Run 1, the metal 1 layer:
Scale bar: 20 um. Supply wires on this layer in grey.
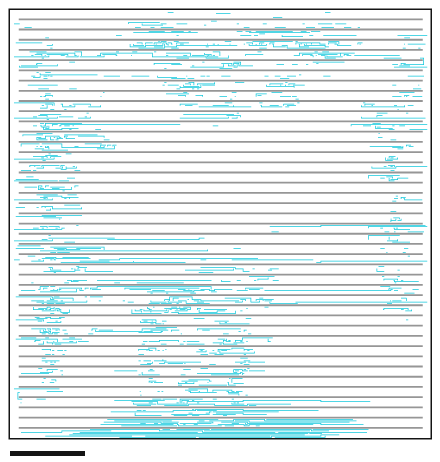
Run 1, the metal 2 layer:
Cells faint in the background.
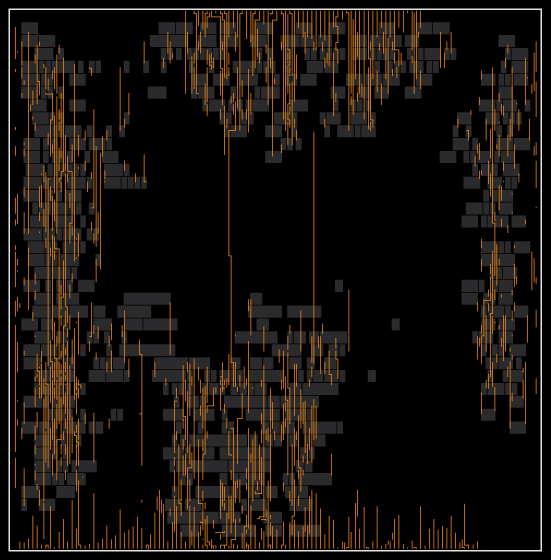
Run 1, met3 routing:
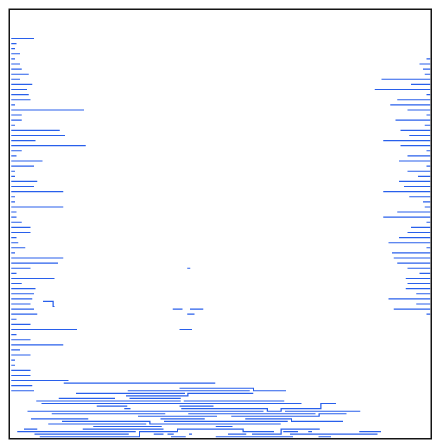
===== config.mk =====
export PLATFORM = sky130hd
export DESIGN_NAME = sram_req_arbiter
export DESIGN_NICKNAME = d
export VERILOG_FILES = /design/src/rtl/sram_req_arbiter_pkg.sv /design/src/rtl/sram_req_arbiter_arb_order_fifo.sv /design/src/rtl/sram_req_arbiter.sv
export SDC_FILE = /design/constraint.sdc
export NUM_CORES = 1
export LEC_CHECK = 0
export ABC_AREA = 1
export CORE_AREA = 2 2 110 112
export DETAILED_ROUTE_END_ITERATION = 8
export DIE_AREA = 0 0 112 114
export REMOVE_ABC_BUFFERS = 1
export SLEW_MARGIN = 10
export SYNTH_ARGS = -nofsm -noshare
export SYNTH_HDL_FRONTEND = slang
export SYNTH_SLANG_ARGS = --single-unit

===== constraint.sdc =====
create_clock -name clk -period 2.35 [get_ports clk]
set_clock_uncertainty 0.1 [all_clocks]
set_input_delay 0.47 -clock clk [delete_from_list [all_inputs] [get_ports clk]]
set_output_delay 0.47 -clock clk [all_outputs]
set_load 0.02 [all_outputs]

===== src/rtl/sram_req_arbiter_pkg.sv =====
// ---------------------------------------------------------------------------
// sram_req_arbiter_pkg
//   Shared definitions for the SRAM-like port arbiter:
//     - order-FIFO tag values (which master issued an accepted request)
//     - SRAM-like transfer size encodings
//     - master-select enum used by the grant logic
// ---------------------------------------------------------------------------
package sram_req_arbiter_pkg;

  // Tag stored per accepted request in the order FIFO.
  localparam logic ARB_TAG_INST = 1'b0;
  localparam logic ARB_TAG_DATA = 1'b1;

  // SRAM-like size field encodings.
  localparam logic [1:0] SIZE_B = 2'd0;
  localparam logic [1:0] SIZE_H = 2'd1;
  localparam logic [1:0] SIZE_W = 2'd2;

  // Master select; encoding matches the tag values so a grant can be pushed
  // into the order FIFO directly.
  typedef enum logic {
    MST_INST = 1'b0,
    MST_DATA = 1'b1
  } arb_mst_e;

endpackage : sram_req_arbiter_pkg


===== src/rtl/sram_req_arbiter_arb_order_fifo.sv =====
// ---------------------------------------------------------------------------
// arb_order_fifo
//   Synchronous 1-bit-wide FIFO holding the issue order of accepted requests.
//   A push while full and a pop while empty are ignored. A push and a pop in
//   the same cycle leave the count unchanged; on an empty FIFO the pop is
//   ignored, so the pushed entry is never matched by a same-cycle response.
//
// Parameters:
//   DEPTH       number of entries (>= 2)
// Ports:
//   clk         clock
//   reset       synchronous active-high reset (empties the FIFO)
//   i_push      write i_push_tag at the tail
//   i_push_tag  tag to store
//   i_pop       drop the head entry
//   o_head      tag at the head (valid when ~o_empty)
//   o_full      count == DEPTH
//   o_empty     count == 0
// ---------------------------------------------------------------------------
module arb_order_fifo #(
  parameter int DEPTH = 4
) (
  input  logic clk,
  input  logic reset,
  input  logic i_push,
  input  logic i_push_tag,
  input  logic i_pop,
  output logic o_head,
  output logic o_full,
  output logic o_empty
);

  localparam int PTR_W = (DEPTH > 1) ? $clog2(DEPTH) : 1;
  localparam int CNT_W = $clog2(DEPTH + 1);

  logic [DEPTH-1:0] r_tags;
  logic [PTR_W-1:0] r_wr_ptr;
  logic [PTR_W-1:0] r_rd_ptr;
  logic [CNT_W-1:0] r_count;
  logic             w_push;
  logic             w_pop;

  // Pointers wrap modulo DEPTH, which also covers non-power-of-two depths.
  function automatic logic [PTR_W-1:0] ptr_inc(input logic [PTR_W-1:0] p);
    return (p == PTR_W'(DEPTH - 1)) ? '0 : p + 1'b1;
  endfunction

  assign o_full  = (r_count == CNT_W'(DEPTH));
  assign o_empty = (r_count == '0);
  assign w_push  = i_push & ~o_full;
  assign w_pop   = i_pop & ~o_empty;
  assign o_head  = r_tags[r_rd_ptr];

  // NOTE: sequential state uses non-blocking assignments so every flop
  // samples the pre-edge value of its inputs regardless of statement order.
  always_ff @(posedge clk) begin
    if (reset) begin
      r_wr_ptr <= '0;
      r_rd_ptr <= '0;
      r_count  <= '0;
    end else begin
      if (w_push) r_wr_ptr <= ptr_inc(r_wr_ptr);
      if (w_pop)  r_rd_ptr <= ptr_inc(r_rd_ptr);
      unique case ({w_push, w_pop})
        2'b10:   r_count <= r_count + 1'b1;
        2'b01:   r_count <= r_count - 1'b1;
        default: r_count <= r_count;
      endcase
    end
  end

  // NOTE: the tag storage is deliberately not reset; an entry is only read
  // after it has been written, because the count gates every pop.
  always_ff @(posedge clk) begin
    if (w_push) r_tags[r_wr_ptr] <= i_push_tag;
  end

endmodule : arb_order_fifo


===== src/rtl/sram_req_arbiter.sv =====
// ---------------------------------------------------------------------------
// sram_req_arbiter
//   Shares one SRAM-like memory port between the instruction-fetch master
//   (inst_sram_*) and the data master (data_sram_*). One request is selected
//   per cycle; a request that is presented but not accepted locks the grant
//   so the memory side sees a stable request until mem_addr_ok. The issue
//   order of accepted requests is kept in arb_order_fifo and each in-order
//   mem_data_ok/mem_rdata response is routed back to the master that issued
//   the matching request.
//
// Build option:
//   SRAM_ARB_RR_EN  when defined, a last_grant flop (reset = data) makes the
//                   arbitration round-robin when both masters request and no
//                   lock is held. Undefined: fixed data priority.
//
// Parameters:
//   DEPTH  maximum accepted requests still waiting for data_ok (>= 2)
// Ports:
//   clk, reset                 clock, synchronous active-high reset
//   inst_sram_*                instruction master (read-only, word size)
//   data_sram_*                data master (read/write, byte/half/word)
//   mem_req/wr/size/wstrb/addr/wdata   shared port request (to bridge)
//   mem_addr_ok/data_ok/rdata          shared port handshake (from bridge)
// ---------------------------------------------------------------------------
module sram_req_arbiter
  import sram_req_arbiter_pkg::*;
#(
  parameter int DEPTH = 4
) (
  input  logic        clk,
  input  logic        reset,
  // instruction master
  input  logic        inst_sram_req,
  input  logic [31:0] inst_sram_addr,
  output logic        inst_sram_addr_ok,
  output logic        inst_sram_data_ok,
  output logic [31:0] inst_sram_rdata,
  // data master
  input  logic        data_sram_req,
  input  logic        data_sram_wr,
  input  logic [1:0]  data_sram_size,
  input  logic [3:0]  data_sram_wstrb,
  input  logic [31:0] data_sram_addr,
  input  logic [31:0] data_sram_wdata,
  output logic        data_sram_addr_ok,
  output logic        data_sram_data_ok,
  output logic [31:0] data_sram_rdata,
  // shared memory port
  output logic        mem_req,
  output logic        mem_wr,
  output logic [1:0]  mem_size,
  output logic [3:0]  mem_wstrb,
  output logic [31:0] mem_addr,
  output logic [31:0] mem_wdata,
  input  logic        mem_addr_ok,
  input  logic        mem_data_ok,
  input  logic [31:0] mem_rdata
);

  arb_mst_e r_lock_mst;
  logic     r_lock;
  arb_mst_e w_gnt;
  logic     w_gnt_req;
  logic     w_accept;
  logic     w_full;
  logic     w_empty;
  logic     w_head;
  logic     w_push_tag;

`ifdef SRAM_ARB_RR_EN
  arb_mst_e r_last_gnt;
`endif

  // -------------------------------------------------------------------------
  // Grant selection
  // -------------------------------------------------------------------------
  // NOTE: every signal driven from always_comb gets a default first so no
  // path through the block can leave it unassigned and infer a latch.
  always_comb begin
    w_gnt = MST_DATA;
    if (r_lock) begin
      w_gnt = r_lock_mst;
    end else if (inst_sram_req && data_sram_req) begin
`ifdef SRAM_ARB_RR_EN
      w_gnt = (r_last_gnt == MST_DATA) ? MST_INST : MST_DATA;
`else
      w_gnt = MST_DATA;
`endif
    end else if (inst_sram_req) begin
      w_gnt = MST_INST;
    end
  end

  assign w_gnt_req = (w_gnt == MST_DATA) ? data_sram_req : inst_sram_req;

  // -------------------------------------------------------------------------
  // Issue path
  // -------------------------------------------------------------------------
  assign mem_req  = w_gnt_req & ~w_full;
  assign w_accept = mem_req & mem_addr_ok;

  assign inst_sram_addr_ok = w_accept & (w_gnt == MST_INST);
  assign data_sram_addr_ok = w_accept & (w_gnt == MST_DATA);

  // Request fields are zero when the granted master is idle, so the port is
  // quiet whenever nobody requests.
  always_comb begin
    mem_wr    = 1'b0;
    mem_size  = SIZE_B;
    mem_wstrb = '0;
    mem_addr  = '0;
    mem_wdata = '0;
    if (w_gnt_req) begin
      if (w_gnt == MST_DATA) begin
        mem_wr    = data_sram_wr;
        mem_size  = data_sram_size;
        mem_wstrb = data_sram_wstrb;
        mem_addr  = data_sram_addr;
        mem_wdata = data_sram_wdata;
      end else begin
        mem_size  = SIZE_W;
        mem_addr  = inst_sram_addr;
      end
    end
  end

  // -------------------------------------------------------------------------
  // Grant lock: hold the presented-but-unaccepted request stable. A locked
  // master that drops its request releases the lock; while the FIFO is full
  // the held request is simply kept waiting.
  // -------------------------------------------------------------------------
  always_ff @(posedge clk) begin
    if (reset) begin
      r_lock     <= 1'b0;
      r_lock_mst <= MST_DATA;
    end else if (mem_req && !mem_addr_ok) begin
      r_lock     <= 1'b1;
      r_lock_mst <= w_gnt;
    end else if (w_accept) begin
      r_lock     <= 1'b0;
    end else if (r_lock && !w_gnt_req) begin
      r_lock     <= 1'b0;
    end
  end

`ifdef SRAM_ARB_RR_EN
  always_ff @(posedge clk) begin
    if (reset) begin
      r_last_gnt <= MST_DATA;
    end else if (w_accept) begin
      r_last_gnt <= w_gnt;
    end
  end
`endif

  // -------------------------------------------------------------------------
  // Order FIFO and response routing
  // -------------------------------------------------------------------------
  assign w_push_tag = (w_gnt == MST_DATA) ? ARB_TAG_DATA : ARB_TAG_INST;

  arb_order_fifo #(
    .DEPTH (DEPTH)
  ) u_order_fifo (
    .clk        (clk),
    .reset      (reset),
    .i_push     (w_accept),
    .i_push_tag (w_push_tag),
    .i_pop      (mem_data_ok),
    .o_head     (w_head),
    .o_full     (w_full),
    .o_empty    (w_empty)
  );

  // A response arriving with nothing outstanding is dropped.
  assign inst_sram_data_ok = mem_data_ok & ~w_empty & (w_head == ARB_TAG_INST);
  assign data_sram_data_ok = mem_data_ok & ~w_empty & (w_head == ARB_TAG_DATA);
  assign inst_sram_rdata   = mem_rdata;
  assign data_sram_rdata   = mem_rdata;

endmodule : sram_req_arbiter


==> README.md, run 1 <==
| Stage | Metric | Value |
|---|---|---|
| yosys | Xor/xnor share of the synthesized area | 0 |
| layout | Non-clock inverter total of the final layout | 92 |
| sta | Max-slew violation count | 0 |
| sta | Final tally of hold violations | 0 |
| cts | Count of buffers added by post-CTS timing repair for setup | 2 |
| power | LEAKAGE | 2.265 nW |
| sta | Count of endpoints failing setup in the final report | 0 |
| yosys | Library cell occupying the most area in the post-synthesis netlist | sky130_fd_sc_hd__nand2_1 |
| yosys | Mean post-synth cell area | 5.367 um^2 |
| power | Power density over the cells | 465.3 nW/um^2 |
| placed design | Number of I/O port buffers | 184 |
| floorplanning | Die H | 114 um |
| yosys | Post-synth tally of flip-flops with integrated enable | 4 |
| critical path | Buf/Inv on CP | 2 |
| placed design | Setup slack at placement | -0.6215 ns |
| yosys | Synth Area in Simple Gates | 0.3573 |
| yosys | Leading cell types by total area after synthesis | sky130_fd_sc_hd__nand2_1 24%, sky130_fd_sc_hd__buf_4 23%, sky130_fd_sc_hd__inv_1 15% |
| yosys | Main logic family after synthesis | buffers and inverters |
| critical path | Cell type of the slowest stage on the worst timing path | sky130_fd_sc_hd__clkdlybuf4s50_1 |
| layout | Most frequent logic cell in the layout | sky130_fd_sc_hd__nand2_1 |
| layout | # diodes | 0 |
| placed design | Detailed placer's ending HPWL | 7867 um |
| critical path | Critical Path, Cell by Cell | clkdlybuf4s50_1 -> nand2_1 -> nor2_1 -> clkdlybuf4s50_1 |
| cts | TritonCTS clock tree | built |
| layout | Final standard cell utilization of the core | 0.3407 |
| layout | Fraction of final layout cells with drive strength greater than 1 | 0.1365 |
| floorplanning | Chip width | 112 um |
| cts | Clock H-tree levels | 1 |
| layout | Sequential cells | 13 |
| sta | Setup repair after global routing missed its margin | false |
| critical path | FF-to-FF End | u_order_fifo.r_count[2] |
| floorplanning | Full die area | 12770 um^2 |
| flow run | Maxcap violations | 0 |
| sta | Post-Route Setup TNS | 0 ns |
| drt | Antenna-violating nets left | 0 |
| drt | DRC Markers | 0 |
| layout | Finished layout cell area | 3990 um^2 |
| yosys | Most frequent cell after synthesis | sky130_fd_sc_hd__nand2_1 |
| layout | Clock buffer count | 4 |
| layout | Sequential portion of the cell area | 0.07589 |
| critical path | Levels on crit path | 4 |
| placed design | Number of instances in the placed design | 680 |
| yosys | Ys flops | 13 |
| sta | Post-layout min period | 2.306 ns |
| sta | Max transition margin | 0.7630 |
| worst hold path | Min-Delay Startpoint | r_lock_mst |
| yosys | Fraction of the yosys area taken by sequential cells | 0.1361 |
| critical path | Category of the critical setup timing path | in -> out |
| layout | Multi-input logic portion of the cell area | 0.2540 |
| critical path | Sort of element at the start of the critical path | input port |
| global route | Wire length of the first global-routing pass | 14250 um |
| cts | Longest Clk Path Bufs | 2 |
| yosys | Yosys cell count | 411 |
| critical path | Critical path's largest stage delay | 0.61 ns |
| worst hold path | Endpoint, Worst Hold | r_lock_mst |
| layout | Number of non-filler instances in the completed layout | 689 |
| layout | Final net count | 691 |
| layout | Max-area cell class | buffers |
| power | Total power consumption of the routed design | 1.857 mW |
| worst hold path | Worst hold path class | reg -> reg |
| drt | DR vias/cell | 4.058 |
| global route | GR Util All Layers | 0.1433 |
| layout | Number of buffers other than clock buffers in the final layout | 205 |
| critical path | Signal arrival time at the worst endpoint | 1.74 ns |
| yosys | Area share of fa/ha/maj cells after synthesis | 0.04311 |
| critical path | Start point of the critical path | mem_data_ok |
| placed design | Final RePlAce weighted congestion | 0.7697 |
| global route | Number of global-route vias before repair | 2665 |
| layout | Clock tree cell share of total cell area | 0.01976 |
| critical path | Largest delay contributor family on the critical path | buffers and inverters |
| sta | Part of the cycle the worst path needs | 0.9812 |
| critical path | Critical path's most frequent cell | sky130_fd_sc_hd__clkdlybuf4s50_1 |
| yosys | Distinct lib cells | 25 |
| placed design | Post-place instance area | 3827 um^2 |
| yosys | Dominant cell area share | 0.2382 |
| floorplanning | FP Util | 0.1884 |
| cts | Clk pin slew, worst setup/hold paths | 0.05 ns |
| flow run | Tool warning count | 28 |
| critical path | Register-to-register setup slack | 0.20 ns |
| drt | Routed length per instance | 14.24 um |
| yosys | Count of mapped cells out of synthesis | 411 |
| critical path | Cell depth of the worst flop-to-flop path | 14 |
| layout | Fillcell total | 1263 |
| sta | Hold slack final | 0.3907 ns |
| layout | Non-clock buffer share of cell area | 0.5177 |
| critical path | Worst R2R Start | r_lock |
| drt | Number of iterations in the first detailed-routing pass | 4 |
| cts | Resize count post-CTS | 161 |
| yosys | Yosys warning tally | 0 |
| layout | Relative area change from synthesis to final layout | 80.88% |
| layout | Most frequently placed logic cells in the final layout | 140 x sky130_fd_sc_hd__nand2_1, 107 x sky130_fd_sc_hd__clkdlybuf4s50_1, 90 x sky130_fd_sc_hd__inv_1 |
| global route | Grt total ovfl | 0 |
| power | Worst voltage drop across the vdd grid | 0.0002248 V |
| yosys | Commonest cells in the netlist | 140 x sky130_fd_sc_hd__nand2_1, 90 x sky130_fd_sc_hd__inv_1, 68 x sky130_fd_sc_hd__buf_4 |
| cts | Hold buffers post-CTS | 0 |
| critical path | Data required time at the worst endpoint | 1.78 ns |
| floorplanning | Tap Count | 147 |
| yosys | Compound Share, Synth | 0.05048 |
| sta | Worst setup slack after layout | 0.04408 ns |
| critical path | Sort of element at the end of the critical path | output port |
| global route | Largest net degree at the start of global routing | 39 |
| yosys | Summed standard-cell area reported by yosys | 2206 um^2 |
| cts | Insertion delay to the later sink of the worst-skew pair | 0.24 ns |
| cts | Clock root buffer master | sky130_fd_sc_hd__clkbuf_16 |
| layout | Storage element area | 302.8 um^2 |
| sta | Worst slew pin tran | 0.3555 ns |
| critical path | Capturing instance or port of the critical path | data_sram_data_ok |
| outcome | Run status | completed |
| drt | DRC marker count from the first detailed-route iteration | 119 |
| floorplanning | Count of standard-cell rows | 40 |
| floorplanning | Placeable core region | 11710 um^2 |
| floorplanning | Io pins | 281 |
| layout | Multi-input gate count | 228 |
| cts | Total CTS buffers | 3 |
| yosys | Netlist area before placement | 2206 um^2 |
| critical path | Top fanout value on the critical path | 3 |
| worst hold path | Hold Path Depth | 2 |
| cts | Clock Sink Count | 13 |
| yosys | Ys flop type | sky130_fd_sc_hd__dfxtp_1 |
| global route | Antenna violations before repair | 0 |
| sta | Top achievable clock speed | 433.7 MHz |
| layout | Multi-input combinational cell area | 1013 um^2 |
Back to the opening pictures, 'the metal 1 layer':
longest straight run: 62.6 um
nets with wire on the layer: 572
main direction: horizontal
number of vias in the routed layout: 2796
met1 capacity usage during global routing: 0.1613
total wire length: 9808 um

Back to the opening pictures, 'the metal 2 layer':
longest straight run: 49.0 um
main direction: vertical
nets with wire on the layer: 543
wire length on this layer: 4050 um
share of all routed wire: 41%
met2 Resource Use GR: 0.2149

Back to the opening pictures, 'met3 routing':
wire length on this layer: 1690 um
share of all routed wire: 17%
met3 routing resource usage after global routing: 0.1068

## run 1: flip-flops by register name (all words and copies together), names as in the netlist
name and flops:
u_order_fifo.r_tags 4, u_order_fifo.r_count 3, u_order_fifo.r_rd_ptr 2, u_order_fifo.r_wr_ptr 2, r_lock 1, r_lock_mst 1
## run 1: routing by layer
metal	up-vias	wire length [um]	track usage
met4	2	54	0.02439
met3	10	1688	0.1068
met5	-	58	0.07059
met1	1194	3953	0.1613
li1	1371	-	-
met2	219	4052	0.2149
## run 1: where the power goes
group          internal, mW  leakage, nW  switching (mW)  total [mW]
combinational         0.591         2.12           0.626        1.22
sequential            0.286        0.109          0.0313       0.317
clock                 0.229       0.0382          0.0941       0.323
==> run 1 -> run 2 <==
==> constraint.sdc (replaced) <==
create_clock -name clk -period 2.35 [get_ports clk]
set_clock_uncertainty 0.1 [all_clocks]
set_input_delay 0.3525 -clock clk [delete_from_list [all_inputs] [get_ports clk]]
set_output_delay 0.3525 -clock clk [all_outputs]
set_load 0.02 [all_outputs]
Run 2, metal 4:
Supply wires on this layer in grey.
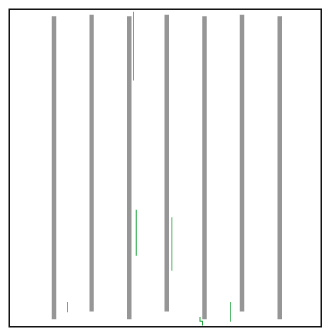
wire length on this layer: 73.7 um
longest straight run: 24.5 um
share of all routed wire: 0.77%
number of vias in the routed layout: 2768
total wire length: 9620 um

==> run 2 against run 1 <==
Final cell count fell by 0.73%. Critical endpoint is now inst_sram_data_ok. Highest routed layer unchanged. Clock-buffer cell count fell by 1. Combinational power fell by 6%. Core utilization fell by 1.8 points.
==> README.md, run 2 <==
| Stage | Metric | Value | vs previous |
|---|---|---|---|
| critical path | Category of the critical setup timing path | in -> out |  |
| layout | Relative area change from synthesis to final layout | 71.41% |  |
| power | Sequential group power | 317 uW | about the same |
| drt | Antenna-violating nets left | 0 | unchanged |
| layout | Max reg flops | 4 | unchanged |
| outcome | Run status | completed |  |
| cts | TritonCTS clock tree | built |  |
| critical path | Critical Path, Cell by Cell | clkdlybuf4s50_1 -> nand2_1 -> inv_1 -> and2_1 -> clkdlybuf4s50_1 |  |
| cts | Count of buffers added by post-CTS timing repair for setup | 1 | -1 |
| sta | Hold slack final | 0.4075 ns | +0.01683 ns |
| sta | Worst slew pin tran | 0.3466 ns | -0.008899 ns |
| power | Worst voltage drop across the vdd grid | 0.0003097 V | +38% |
| worst hold path | Hold Path Depth | 2 | unchanged |
| power | Int Power | 1.043 mW | -5.6% |
| yosys | Most frequent cell after synthesis | sky130_fd_sc_hd__nand2_1 |  |
| yosys | Library cell occupying the most area in the post-synthesis netlist | sky130_fd_sc_hd__nand2_1 |  |
| floorplanning | Full die area | 12770 um^2 | unchanged |
| worst hold path | Endpoint, Worst Hold | u_order_fifo.r_count[1] |  |
| layout | Final net count | 686 | -0.72% |
| power | LEAKAGE | 2.232 nW | -1.5% |
| layout | Leading registers by flop count | u_order_fifo.r_tags: 4 flops, u_order_fifo.r_count: 3 flops |  |
| power | Sequential share of power | 0.178 | +0.007 |
| worst hold path | Min-Delay Startpoint | u_order_fifo.r_count[1] |  |
| drt | DRC marker count from the first detailed-route iteration | 151 | +27% |
| layout | Sequential cells | 13 | unchanged |
| critical path | Signal arrival time at the worst endpoint | 1.72 ns | -0.02 ns |
| sta | Max-slew violation count | 0 | unchanged |
| global route | Met1 capacity usage during global routing | 0.1457 | -0.01567 |
| placed design | Number of I/O port buffers | 184 | unchanged |
| critical path | Capturing instance or port of the critical path | inst_sram_data_ok |  |
| critical path | Critical path's largest stage delay | 0.59 ns | -0.02 ns |
| layout | Non-clock buffer share of cell area | 0.4927 | -0.02500 |
| sta | Max transition margin | 0.7689 | +0.005933 |
| sta | Post-Route Setup TNS | 0 ns | unchanged |
| critical path | Critical path's most frequent cell | sky130_fd_sc_hd__clkdlybuf4s50_1 |  |
| floorplanning | Placeable core region | 11710 um^2 | unchanged |
| flow run | Maxcap violations | 0 | unchanged |
| power | Top Consumer | combinational cells |  |
| floorplanning | Io pins | 281 | unchanged |
| yosys | Mean post-synth cell area | 5.367 um^2 | unchanged |
| layout | Most frequently placed logic cells in the final layout | 140 x sky130_fd_sc_hd__nand2_1, 108 x sky130_fd_sc_hd__clkdlybuf4s50_1, 90 x sky130_fd_sc_hd__inv_1 |  |
| yosys | Distinct lib cells | 25 | unchanged |
| cts | Total CTS buffers | 3 | unchanged |
| yosys | Count of mapped cells out of synthesis | 411 | unchanged |
| sta | Post-layout min period | 2.174 ns | -0.1316 ns |
| critical path | Top fanout value on the critical path | 3 | unchanged |
| layout | # diodes | 0 | unchanged |
| global route | Wire length of the first global-routing pass | 13780 um | -3.3% |
| layout | Storage element area | 300.3 um^2 | -0.83% |
| yosys | Netlist area before placement | 2206 um^2 | unchanged |
| critical path | Start point of the critical path | mem_data_ok |  |
| sta | Final tally of hold violations | 0 | unchanged |
| critical path | FF-to-FF End | u_order_fifo.r_count[2] |  |
| placed design | Final RePlAce weighted congestion | 0.7563 | -1.7% |
| layout | Non-clock inverter total of the final layout | 92 | unchanged |
| yosys | Post-synth tally of flip-flops with integrated enable | 4 | unchanged |
| power | Switching power as a share of total power | 0.4155 | +0.01079 |
| cts | Resize count post-CTS | 169 | +5.0% |
| yosys | Ys flop type | sky130_fd_sc_hd__dfxtp_1 |  |
| yosys | Commonest cells in the netlist | 140 x sky130_fd_sc_hd__nand2_1, 90 x sky130_fd_sc_hd__inv_1, 68 x sky130_fd_sc_hd__buf_4 |  |
| cts | Insertion delay to the later sink of the worst-skew pair | 0.24 ns | about the same |
| flow run | Tool warning count | 28 | unchanged |
| power | Clock network fraction of design power | 0.178 | +0.004 |
| global route | Met2 Resource Use GR | 0.2154 | +0.0004040 |
| power | Combinational Power | 1.15 mW | -6% |
| floorplanning | Die H | 114 um | unchanged |
| yosys | Ys flops | 13 | unchanged |
| layout | Number of buffers other than clock buffers in the final layout | 200 | -2.4% |
| critical path | Sort of element at the end of the critical path | output port |  |
| yosys | Fraction of the yosys area taken by sequential cells | 0.1361 | unchanged |
| worst hold path | Worst hold path class | reg -> reg |  |
| yosys | Yosys cell count | 411 | unchanged |
| floorplanning | FP Util | 0.1884 | unchanged |
| cts | Clock root buffer master | sky130_fd_sc_hd__clkbuf_16 |  |
## run 2: cell counts after synthesis
No cell type changed its count.
## run 2: layer usage
metal | wire length, um | vias to the layer above
met5 | 58 | -
met4 | 73 | 2
met3 | 1725 | 11
met2 | 4103 | 206
met1 | 3659 | 1194
li1 | - | 1355
## run 2: critical path: cells and delay by family
kind | cells | cell delay, ns
AND/OR/NAND/NOR | 2 | 0.21
buffers and inverters | 3 | 1.15
## run 2: cells by family after synthesis
group	after synthesis	share of synthesized area
AOI/OAI and AO/OA	18	0.05048
adders and majority gates	7	0.04311
DFF	13	0.1361
buffers and inverters	170	0.4129
and+or+nand+nor	203	0.3574
Power figures rest on the tool's default switching activity, not on a simulated workload.
